**config.mk**
```make
export PLATFORM = sky130hd
export DESIGN_NAME = accum_feeder
export DESIGN_NICKNAME = d
export VERILOG_FILES = /design/src/rtl/accum_feeder.sv
export SDC_FILE = /design/constraint.sdc
export NUM_CORES = 1
export LEC_CHECK = 0
export ABC_AREA = 1
export CAP_MARGIN = 20
export CORE_UTILIZATION = 25
export DETAILED_ROUTE_END_ITERATION = 10
export PLACE_DENSITY = 0.4
export SYNTH_ARGS = -nofsm -noshare
export SYNTH_HDL_FRONTEND = slang
export SYNTH_SLANG_ARGS = --single-unit
```
**constraint.sdc**
```tcl
create_clock -name clk -period 4.4 [get_ports clk]
set_input_delay 0.88 -clock clk [delete_from_list [all_inputs] [get_ports clk]]
set_output_delay 0.88 -clock clk [all_outputs]
set_load 0.01 [all_outputs]
```
**src/rtl/accum_feeder.sv**
```systemverilog
// accum_feeder: buffers a valid/ready element stream and feeds an accumulator (out_data/stg_en),
// idling stg_en for cfg_gap+1 cycles after each vector. Define ACC_FEED_STALL_CNT_EN for stall_cnt.
module accum_feeder #(
  parameter int unsigned DATA_WIDTH = 32,
  parameter int unsigned FIFO_DEPTH = 4,
  parameter int unsigned GAP_WIDTH  = 4
) (
  input  logic                  clk,
  input  logic                  rst_n,
  input  logic                  in_valid,
  output logic                  in_ready,
  input  logic [DATA_WIDTH-1:0] in_data,
  input  logic                  in_last,
  input  logic [GAP_WIDTH-1:0]  cfg_gap,
  input  logic                  clr_err,
  output logic [DATA_WIDTH-1:0] out_data,
  output logic                  stg_en,
  output logic                  vec_done,
  output logic                  busy,
  output logic                  err_underrun
`ifdef ACC_FEED_STALL_CNT_EN
  ,
  output logic [15:0]           stall_cnt
`endif
);

  localparam int unsigned PTR_W = (FIFO_DEPTH > 1) ? $clog2(FIFO_DEPTH) : 1;
  localparam int unsigned CNT_W = PTR_W + 1;
  localparam int unsigned ENT_W = DATA_WIDTH + 1;

  typedef enum logic [1:0] {IDLE, FEED, GAP} state_t;

  state_t                state, state_nxt;
  logic [ENT_W-1:0]      mem [FIFO_DEPTH];
  logic [PTR_W-1:0]      wr_ptr, rd_ptr;
  logic [CNT_W-1:0]      count, count_nxt;
  logic [GAP_WIDTH-1:0]  gap_cnt;
  logic                  push, pop, empty, rd_last, underrun;
  logic [DATA_WIDTH-1:0] rd_data;

  assign empty     = (count == '0);
  assign push      = in_valid & in_ready;
  assign pop       = !empty && (state != GAP);
  assign {rd_last, rd_data} = mem[rd_ptr];
  assign underrun  = (state == FEED) && empty;
  assign count_nxt = count + CNT_W'(push) - CNT_W'(pop);

  // Next state: a popped last element always ends the vector in GAP
  always_comb begin
    state_nxt = state;
    case (state)
      IDLE, FEED: if (!empty) state_nxt = rd_last ? GAP : FEED;
      GAP:        if (gap_cnt == '0) state_nxt = IDLE;
      default:    state_nxt = IDLE;
    endcase
  end

  // Element storage; contents need no reset since pointers/count define validity
  always_ff @(posedge clk) begin
    if (push) mem[wr_ptr] <= {in_last, in_data};
  end

  always_ff @(posedge clk or negedge rst_n) begin
    if (!rst_n) begin
      state        <= IDLE;
      wr_ptr       <= '0;
      rd_ptr       <= '0;
      count        <= '0;
      gap_cnt      <= '0;
      in_ready     <= 1'b0;
      busy         <= 1'b0;
      out_data     <= '0;
      stg_en       <= 1'b0;
      vec_done     <= 1'b0;
      err_underrun <= 1'b0;
    end else begin
      state    <= state_nxt;
      count    <= count_nxt;
      in_ready <= (count_nxt != CNT_W'(FIFO_DEPTH));
      busy     <= (state_nxt != IDLE) || (count_nxt != '0);
      if (push) wr_ptr <= wr_ptr + PTR_W'(1);
      if (pop)  rd_ptr <= rd_ptr + PTR_W'(1);
      stg_en   <= pop;
      vec_done <= pop && rd_last;
      if (pop) out_data <= rd_data;
      if (pop && rd_last) begin
        gap_cnt <= cfg_gap;
      end else if ((state == GAP) && (gap_cnt != '0)) begin
        gap_cnt <= gap_cnt - GAP_WIDTH'(1);
      end
      if (underrun) begin
        err_underrun <= 1'b1;
      end else if (clr_err) begin
        err_underrun <= 1'b0;
      end
    end
  end

`ifdef ACC_FEED_STALL_CNT_EN
  // Saturating count of starved FEED cycles; clear has priority
  always_ff @(posedge clk or negedge rst_n) begin
    if (!rst_n) begin
      stall_cnt <= '0;
    end else if (clr_err) begin
      stall_cnt <= '0;
    end else if (underrun && (stall_cnt != 16'hFFFF)) begin
      stall_cnt <= stall_cnt + 16'd1;
    end
  end
`endif

endmodule

```
Fig. 1: close-up of the layout
Region (73, 73) to (98, 98) µm. Cells in gray, sequential cells in the stronger gray; small squares are vias.
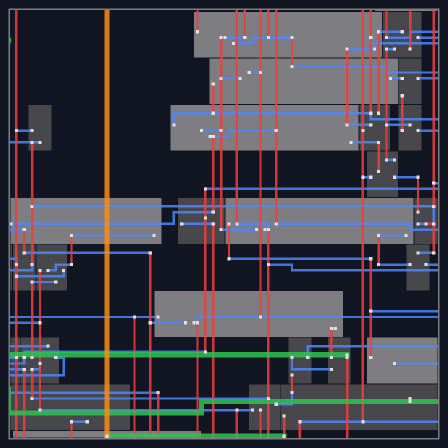
Key: red = met2; orange = met4; blue = met1; green = met3
Sequential cells in the window: 6. Most frequent: nor2_1 (7), edfxtp_1 (6), o21ai_0 (4). Netlist names of flops here include `mem` (6). 23 logic cells have their middle in the window.

Fig. 2: drive-strength map
(3 px per µm)
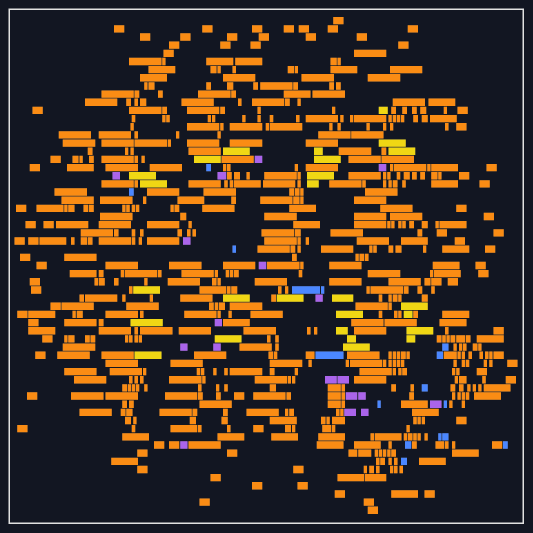
Key: purple = drive 3 to 4 [cells 18, share 2.7%]; blue = drive 2 [cells 16, share 2.4%]; yellow = drive 6 and up [cells 26, share 3.8%]; orange = drive 1 or less [cells 619, share 91%]

Fig. 3: the metal 2 layer
(2 px per µm)
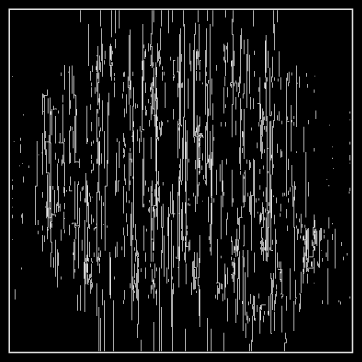
The longest straight run is 59.2 µm. The layer carries 7,800 µm of wire. The layer holds 48% of the routed length. 535 nets have wire on it.

==> Changelog: implementation <==
## Implementation

* Status: completed
* Combinational Power at 0.00224 W
* Worst vdd ir at 0.464 mV
* TritonCTS buffer count at 17
* I/O pin count at 78
* GRT Total Usage at 12.0%
* Tap Cells at approximately 380
* Grt total ovfl at 0
* Total power at 0.00632 W
* Final WL at approximately 16 mm
* Diode count at 0
* # setup viols final at 0
* P_sw at around 0.0023 W
* Post-synth EDFFs at around 130
* Die Wd at between 150 and 200 µm
* Post-Layout Cell Count at 1,057
* Root buf cell: clkbuf_16
* Crit-path cells: clkdlybuf4s50_1 -> nand2_1 -> xor2_1 -> ha_1 -> inv_1 -> fa_1 -> inv_1 -> nor2_1 -> nand3_1 -> a21oi_1 -> nand2_1
* Switching Fraction at 36.5%
* Worst Tran Pin Value at 0.829 ns
* Critical path depth at 11
* Async SR Flop Fraction at 27.5%
* WHS Path Cells at 1
* Synth warnings at 0
* Cell area power density at 714 mW/mm²
* Syn nets at 636
* Comb gate area at around 0.0016 mm²
* Wire length of the first global-routing pass at 25.9 mm
* CTS H-tree lvls at 4
* Hold_sp: state[1]$_DFF_PN0_
* Seq pwr share at 41.2%
* Critical Path Max Stage Delay at 0.48 ns
* Crit Path Category: input port to flop
* Port Buffers at 77
* PostCTS Resize Cnt at 0
* Area reported by Yosys stat at ~0.0071 mm²
* Synth area leader: edfxtp_1
* Pre-antenna DRT Iters at 5
-- worst register-to-register path: stages (launching register included) --
cell	delay, ns
dfrtp_1	0.39
nand2_1	0.40
xor2_1	0.20
ha_1	0.16
inv_1	0.05
fa_1	0.48
inv_1	0.05
nor2_1	0.13
nand3_1	0.10
a21oi_1	0.12
nand2_1	0.07
-- sequential cells by signal, summed over array words and instances, names as in the netlist --
signal,cells
in_ready,1
vec_done,1
err_underrun,1
stg_en,1
mem,132
rd_ptr,2
state,2
wr_ptr,2
out_data,32
count,3
busy,1
gap_cnt,4
-- kinds of logic (layout without fill, tap and decap cells) --
logic type / after synthesis / after routing / share of synthesized area, %
buf+inv: 60 / 151 / 4.39
flops: 182 / 182 / 73.2
compound gates: 101 / 101 / 7.71
simple gates: 234 / 234 / 12.9
fa+ha+maj: 7 / 7 / 1.33
xor+xnor: 4 / 4 / 0.492
-- placed cells by master, fill, tap and decap left out, types with 2 or more instances in the layout --
| master | count |
|---|---|
| inv_2 | 5 |
| dfrtp_1 | 48 |
| clkdlybuf4s50_1 | 76 |
| ha_1 | 6 |
| nand2_1 | 40 |
| nor2_2 | 3 |
| o21ai_0 | 38 |
| inv_6 | 5 |
| dfrtp_2 | 2 |
| nand3_1 | 12 |
| nor2_4 | 4 |
| buf_4 | 9 |
| clkinvlp_4 | 3 |
| o21ai_1 | 27 |
| nand2_2 | 2 |
| inv_8 | 2 |
| xor2_1 | 4 |
| inv_1 | 27 |
| a21oi_1 | 3 |
| a31oi_1 | 32 |
| clkinv_2 | 2 |
| edfxtp_1 | 132 |
| clkbuf_16 | 17 |
| nor2_1 | 170 |
-- per-layer routing --
layer  GRT usage (%)  routed length [µm]  vias up
met4            3.03                 140        0
met3            3.17                 664        8
met1            15.1                7640     2116
li1                -                   -     2172
met5               0                   0        -
met2            20.3                7800       76
Power and IR drop assume default switching activity.
